===== config.mk =====
export PLATFORM = sky130hd
export DESIGN_NAME = arm_id_stage
export DESIGN_NICKNAME = d
export VERILOG_FILES = /design/src/rtl/arm_id_stage.sv
export SDC_FILE = /design/constraint.sdc
export NUM_CORES = 1
export LEC_CHECK = 0
export CAP_MARGIN = 0
export CORE_ASPECT_RATIO = 1.25
export CORE_UTILIZATION = 41
export CTS_CLUSTER_SIZE = 12
export DETAILED_ROUTE_END_ITERATION = 7
export PLACE_DENSITY = 0.83
export SLEW_MARGIN = 20
export SYNTH_ARGS = -nofsm -noshare
export SYNTH_HDL_FRONTEND = slang
export SYNTH_SLANG_ARGS = --single-unit
export TNS_END_PERCENT = 100

===== constraint.sdc =====
create_clock -name clk -period 3.1 [get_ports clk]
set_input_delay 0.31 -clock clk [delete_from_list [all_inputs] [get_ports clk]]
set_output_delay 0.31 -clock clk [all_outputs]
set_load 0.05 [all_outputs]

===== src/rtl/arm_id_stage.sv =====
// ARM instruction-decode stage: decodes one instruction per cycle, evaluates its
// condition against NZCV and registers control/operand fields into the ID/EX register.
module arm_id_stage #(
   parameter int CMD_W  = 4,
   parameter int REG_AW = 4,
   parameter int PC_W   = 32,
   parameter int CNT_W  = 16
) (
   input  logic              clk,
   input  logic              rst,
   input  logic              in_valid,
   output logic              in_ready,
   input  logic [31:0]       instr,
   input  logic [PC_W-1:0]   in_pc,
   input  logic [3:0]        flags,
   input  logic              stall,
   input  logic              flush,
   input  logic              out_ready,
   output logic              out_valid,
   output logic [CMD_W-1:0]  exe_cmd,
   output logic              mem_read,
   output logic              mem_write,
   output logic              wb_en,
   output logic              branch,
   output logic              s_upd,
   output logic              rn_valid,
   output logic              src2_valid,
   output logic              imm,
   output logic [REG_AW-1:0] rn,
   output logic [REG_AW-1:0] rd,
   output logic [REG_AW-1:0] src2,
   output logic [11:0]       shift_op,
   output logic [23:0]       imm24,
   output logic [PC_W-1:0]   out_pc,
   output logic              undef,
   output logic [CNT_W-1:0]  squash_cnt
);

   logic [1:0] mode;
   logic [3:0] op;
   logic       s_bit;
   assign mode  = instr[27:26];
   assign op    = instr[24:21];
   assign s_bit = instr[20];

   logic [3:0] cmd4_d;
   logic       mem_read_d, mem_write_d, wb_en_d, branch_d, s_upd_d;
   logic       rn_valid_d, src2_valid_d, src2_rd_d, undef_d;
   logic       cond_pass;

   always_comb begin
      // NOTE: every output gets a default before the case, so no path can infer a latch.
      cmd4_d       = 4'b0000;
      mem_read_d   = 1'b0;
      mem_write_d  = 1'b0;
      wb_en_d      = 1'b0;
      branch_d     = 1'b0;
      s_upd_d      = 1'b0;
      rn_valid_d   = 1'b0;
      src2_valid_d = 1'b0;
      src2_rd_d    = 1'b0;
      undef_d      = 1'b0;
      case (mode)
         2'b00: begin
            case (op)
               4'b1101: begin cmd4_d = 4'b0001; wb_en_d = 1'b1; s_upd_d = s_bit; end
               4'b1111: begin cmd4_d = 4'b1001; wb_en_d = 1'b1; s_upd_d = s_bit; end
               4'b0100: begin cmd4_d = 4'b0010; wb_en_d = 1'b1; s_upd_d = s_bit; rn_valid_d = 1'b1; end
               4'b0101: begin cmd4_d = 4'b0011; wb_en_d = 1'b1; s_upd_d = s_bit; rn_valid_d = 1'b1; end
               4'b0010: begin cmd4_d = 4'b0100; wb_en_d = 1'b1; s_upd_d = s_bit; rn_valid_d = 1'b1; end
               4'b0110: begin cmd4_d = 4'b0101; wb_en_d = 1'b1; s_upd_d = s_bit; rn_valid_d = 1'b1; end
               4'b0000: begin cmd4_d = 4'b0110; wb_en_d = 1'b1; s_upd_d = s_bit; rn_valid_d = 1'b1; end
               4'b1100: begin cmd4_d = 4'b0111; wb_en_d = 1'b1; s_upd_d = s_bit; rn_valid_d = 1'b1; end
               4'b0001: begin cmd4_d = 4'b1000; wb_en_d = 1'b1; s_upd_d = s_bit; rn_valid_d = 1'b1; end
               4'b1010: begin cmd4_d = 4'b0100; s_upd_d = 1'b1; rn_valid_d = 1'b1; end
               4'b1000: begin cmd4_d = 4'b0110; s_upd_d = 1'b1; rn_valid_d = 1'b1; end
               default: undef_d = 1'b1;
            endcase
            src2_valid_d = !undef_d && !instr[25];
         end
         2'b01: begin
            if (op == 4'b0100) begin
               cmd4_d     = 4'b0010;
               rn_valid_d = 1'b1;
               if (s_bit) begin
                  mem_read_d = 1'b1;
                  wb_en_d    = 1'b1;
               end else begin
                  mem_write_d  = 1'b1;
                  src2_rd_d    = 1'b1;
                  src2_valid_d = 1'b1;
               end
            end else begin
               undef_d = 1'b1;
            end
         end
         2'b10:   branch_d = 1'b1;
         default: undef_d  = 1'b1;
      endcase
   end

   // Condition field against {N,Z,C,V}; code 1111 never passes.
   always_comb begin
      cond_pass = 1'b0;
      case (instr[31:28])
         4'b0000: cond_pass = flags[2];
         4'b0001: cond_pass = !flags[2];
         4'b0010: cond_pass = flags[1];
         4'b0011: cond_pass = !flags[1];
         4'b0100: cond_pass = flags[3];
         4'b0101: cond_pass = !flags[3];
         4'b0110: cond_pass = flags[0];
         4'b0111: cond_pass = !flags[0];
         4'b1000: cond_pass = flags[1] && !flags[2];
         4'b1001: cond_pass = !flags[1] || flags[2];
         4'b1010: cond_pass = flags[3] == flags[0];
         4'b1011: cond_pass = flags[3] != flags[0];
         4'b1100: cond_pass = !flags[2] && (flags[3] == flags[0]);
         4'b1101: cond_pass = flags[2] || (flags[3] != flags[0]);
         4'b1110: cond_pass = 1'b1;
         default: cond_pass = 1'b0;
      endcase
   end

   logic              out_valid_q;
   logic [CMD_W-1:0]  exe_cmd_q;
   logic              mem_read_q, mem_write_q, wb_en_q, branch_q, s_upd_q;
   logic              rn_valid_q, src2_valid_q, imm_q, undef_q;
   logic [REG_AW-1:0] rn_q, rd_q, src2_q;
   logic [11:0]       shift_op_q;
   logic [23:0]       imm24_q;
   logic [PC_W-1:0]   out_pc_q;
   logic [CNT_W-1:0]  squash_cnt_q, squash_cnt_d;
   logic              accept;

   assign in_ready = rst && !stall && !flush && (!out_valid_q || out_ready);
   assign accept   = in_valid && in_ready;

   // Flush and accept are mutually exclusive through in_ready, but both are summed anyway.
   logic [1:0]     sq_inc;
   logic [CNT_W:0] sq_sum;
   assign sq_inc = {1'b0, flush && out_valid_q} + {1'b0, accept && !cond_pass};
   assign sq_sum = {1'b0, squash_cnt_q} + (CNT_W+1)'(sq_inc);
   assign squash_cnt_d = (sq_sum > {1'b0, {CNT_W{1'b1}}}) ? {CNT_W{1'b1}} : sq_sum[CNT_W-1:0];

   always_ff @(posedge clk) begin
      // NOTE: synchronous active-low reset; non-blocking assignments keep every register sampling pre-edge values.
      if (!rst) begin
         out_valid_q  <= 1'b0;
         exe_cmd_q    <= '0;
         mem_read_q   <= 1'b0;
         mem_write_q  <= 1'b0;
         wb_en_q      <= 1'b0;
         branch_q     <= 1'b0;
         s_upd_q      <= 1'b0;
         rn_valid_q   <= 1'b0;
         src2_valid_q <= 1'b0;
         imm_q        <= 1'b0;
         undef_q      <= 1'b0;
         rn_q         <= '0;
         rd_q         <= '0;
         src2_q       <= '0;
         shift_op_q   <= '0;
         imm24_q      <= '0;
         out_pc_q     <= '0;
         squash_cnt_q <= '0;
      end else begin
         squash_cnt_q <= squash_cnt_d;
         if (flush) begin
            out_valid_q <= 1'b0;
         end else if (accept) begin
            out_valid_q  <= 1'b1;
            exe_cmd_q    <= CMD_W'(cmd4_d);
            mem_read_q   <= mem_read_d   && cond_pass;
            mem_write_q  <= mem_write_d  && cond_pass;
            wb_en_q      <= wb_en_d      && cond_pass;
            branch_q     <= branch_d     && cond_pass;
            s_upd_q      <= s_upd_d      && cond_pass;
            rn_valid_q   <= rn_valid_d   && cond_pass;
            src2_valid_q <= src2_valid_d && cond_pass;
            undef_q      <= undef_d      && cond_pass;
            imm_q        <= instr[25];
            rn_q         <= REG_AW'(instr[19:16]);
            rd_q         <= REG_AW'(instr[15:12]);
            src2_q       <= src2_rd_d ? REG_AW'(instr[15:12]) : REG_AW'(instr[3:0]);
            shift_op_q   <= instr[11:0];
            imm24_q      <= instr[23:0];
            out_pc_q     <= in_pc;
         end else if (out_ready) begin
            out_valid_q <= 1'b0;
         end
      end
   end

   assign out_valid  = out_valid_q;
   assign exe_cmd    = exe_cmd_q;
   assign mem_read   = mem_read_q;
   assign mem_write  = mem_write_q;
   assign wb_en      = wb_en_q;
   assign branch     = branch_q;
   assign s_upd      = s_upd_q;
   assign rn_valid   = rn_valid_q;
   assign src2_valid = src2_valid_q;
   assign imm        = imm_q;
   assign undef      = undef_q;
   assign rn         = rn_q;
   assign rd         = rd_q;
   assign src2       = src2_q;
   assign shift_op   = shift_op_q;
   assign imm24      = imm24_q;
   assign out_pc     = out_pc_q;
   assign squash_cnt = squash_cnt_q;

endmodule


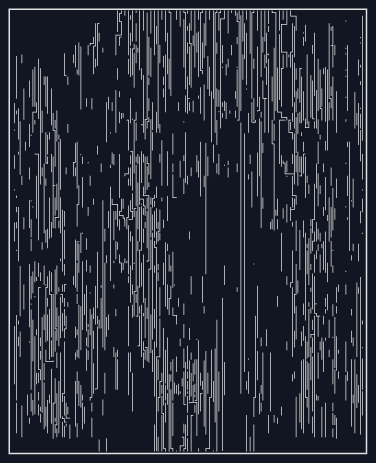
layer_met2.png
Scale: 4 px per um.
wire length on this layer: 5790 um
share of all routed wire: 50%
final wirelength: 11.6 mm
Via Count: 3964
met2 usage: 0.417

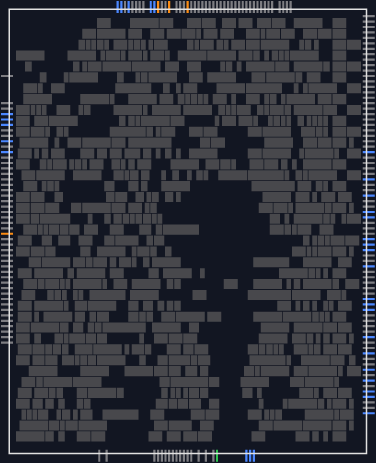
io_placement.png
Scale: 4 px per um. Pins as bars across the die edge, other pins in grey.
| colour | port | pins | direction | edge |
|---|---|---|---|---|
| green | `mem_write` | 1 | output | south |
| blue | `in_pc` | 32 | input | 19 east, 5 west, 5 north, 3 south |
| orange | `exe_cmd` | 4 | output | 3 north, 1 west |
IO Port Bufs: 184
Die X: 88.9 um

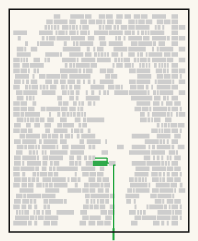
io_fan.png
Scale: 2 px per um.
| colour | port | bits | direction | edge | end cells | buffers | wire |
|---|---|---|---|---|---|---|---|
| green | `mem_write` | 1 | output | south | 1 | 1 | 43.0 um |
I/O Pins: 185

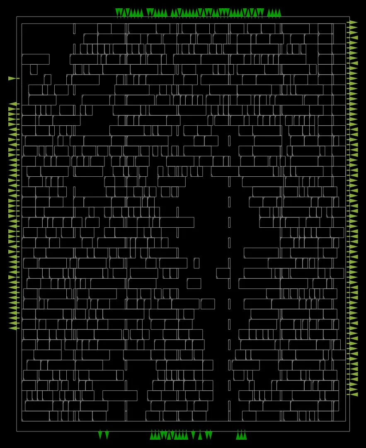
placement.png
Fillers: 738
core area: 9170 um^2

==> Changelog: implementation <==
### Metrics

* Ant diodes at 0
* Top Layout Cells: clkdlybuf4s50_1, nand2_1, dfxtp_1
* Largest Pwr Group: the clock network
* Maximum clock rate at 347 MHz
* Syn avg cell area at 8.04 um^2
* Clk pwr at 1.30 mW
* Status: completed
* Post-route ant nets at 0
* Layout cells sized above 1 at 0.0710
* Largest logic family: simple AND/OR/NAND/NOR gates
* Pins Over Slew Limit at 0
* Clk Latency, worst-skew pair at 340 ps
* Crit path buf inv count at 1
* GRT met1 Usage at 0.261
* Dpl ws at -223 ps
* RSZ-0062 raised after global routing: no
* Synth Seq Share at 0.465
* XOR Share, Synth at 0.0362
* Critical path launch point type: input pin
* Comb pwr at 0.380 mW
* Die area at 9840 um^2
* Area growth syn-to-layout at 58.4%
* Placed instance count at 756
* Compound Share, Synth at 0.168
* Ys cells at 482
* Routed wire per std cell at 15.0 um
* Hold path start: exe_cmd[0]
* Clock transition at path regs at 60 ps
* Max cap viols at 0
* Seq pwr at 1.19 mW
* Cts hold-fix bufs at 0
* Worst path max stage delay at 600 ps
* Critical-path top delay cell: clkdlybuf4s50_1
* Clk network pwr share at 0.453
* Clock sinks at 90
* Worst min-delay path class: register to register
* Yosys simple share at 0.218
* Final Critical Period at 2880 ps
* Crit Reg-Reg Endpoint: squash_cnt[15]
* # rows at 39
* R2r worst-path depth at 11
* Most used cell, CP: nand3_1
* Met3 Use GR at 0.0558
* Skew final at 6.28 ps
* Sequential Power Share at 0.415
* Adder Share, Synth at 0.0110
* Worst-path cell chain: clkdlybuf4s50_1 -> mux2i_1 -> or4_1 -> nand3_1 -> a311oi_4 -> and2_1 -> fa_1 -> ha_1 -> nand3_1 -> nor2_4 -> nand3_1 -> nor3b_1 -> a211oi_1
* Number of CTS-inserted buffers at 9
* Final setup violation count at 0
* Post-synth EDFFs at 0
* Reg2reg start: out_valid
* Worst Max-Slew Pin Slew at 723 ps
* CP top delay family: simple AND/OR/NAND/NOR gates
* Synth warnings at 0
* Worst vdd ir at 260 uV
* Reg2Reg Setup Slack at 760 ps
* Placed cell areas at 5770 um^2
* Starting DRC count in detailed routing at 183
* Initial antenna violation count at 0
* First-pass GRT wire length at 18.0 mm
* Total power draw at 2.86 mW
* Fin cells at 771
* Detailed Place HPWL at 8.44 mm
* Critical path endpoint category: register
* Switching pwr at 0.653 mW
* Worst Hold End: exe_cmd[0]
* Post-route DRC at 0
* LEAKAGE at 2.11 nW
* Layout Utilization at 0.669
* H-tree Lvls at 3
* Worst setup margin at 219 ps
* Largest net degree at the start of global routing at 71
* Post-synth ARST share at 0
* # Post-CTS Setup Buffers at 0
* Critical Path RT at 3350 ps
* Area reported by Yosys stat at 3870 um^2
* Rel. slew slack at 0.518
* GR Overflow Total at 0
* GRT Total Usage at 0.236
* Synth mux share at 0.0207
* Hold path cells at 2
* Crit path DAT at 3130 ps
* Vias in the first global route at 3635
* Top cell excl fill/tap: clkdlybuf4s50_1
* Distinct lib cells used at 48
* Synth Register Bits at 90
* Clk buf depth at 2
* Sw Share at 0.228
* Final hold violation count at 0
* Post-CTS sizing at 0
[worst max-delay path by stage]
stage / from / end / depth (start not counted)
4_1_cts: flags[3] / squash_cnt[15] / 13
3_3_place_gp: flags[3] / squash_cnt[15] / 13
3_5_place_dp: flags[3] / squash_cnt[15] / 13
6_report: instr[30] / squash_cnt[15] / 13
5_1_grt: instr[30] / squash_cnt[15] / 13
2_1_floorplan: out_valid / squash_cnt[10] / 13
[routing by layer]
metal	share of wire	wire length (um)
met1	0.38	4400
met2	0.50	5790
met3	0.092	1070
met5	0	0
met4	0.027	312
[sequential cells by signal, indices dropped and copies added, names as in the netlist]
name,count
imm24,7
mem_read,1
s_upd,1
exe_cmd,4
src2,4
shift_op,11
squash_cnt,16
wb_en,1
branch,1
rd,3
out_valid,1
rn_valid,1
undef,1
mem_write,1
src2_valid,1
imm,1
rn,3
out_pc,32
[layout make-up]
type	count	area, um^2
sequential	90	1800
timing repair buffer	203	2010
fill	738	3040
tap	123	154
clock buffer	10	229
inverter	10	37.5
clock inverter	5	128
multi-input combinational	330	1780
[cells in the mapped netlist, types with 5 or more instances]
cell | instances | area share
nand2_1 | 129 | 0.12
dfxtp_1 | 90 | 0.47
a21oi_1 | 80 | 0.10
clkbuf_1 | 23 | 0.022
buf_4 | 20 | 0.039
nand3_1 | 17 | 0.022
nor2_1 | 15 | 0.015
inv_1 | 9 | 0.0087
xnor2_1 | 9 | 0.020
mux2i_1 | 8 | 0.021
xor2_1 | 7 | 0.016
a211oi_1 | 6 | 0.012
buf_1 | 5 | 0.0048
nand4_1 | 5 | 0.0081
o31ai_1 | 5 | 0.0097
[kinds of logic (layout without fill, tap and decap cells)]
family	Yosys count	in the layout
compound gates	109	109
flops	90	90
mux	8	8
simple gates	194	194
fa+ha+maj	3	3
buf+inv	62	228
xor+xnor	16	16
Power figures rest on the tool's default switching activity, not on a simulated workload.
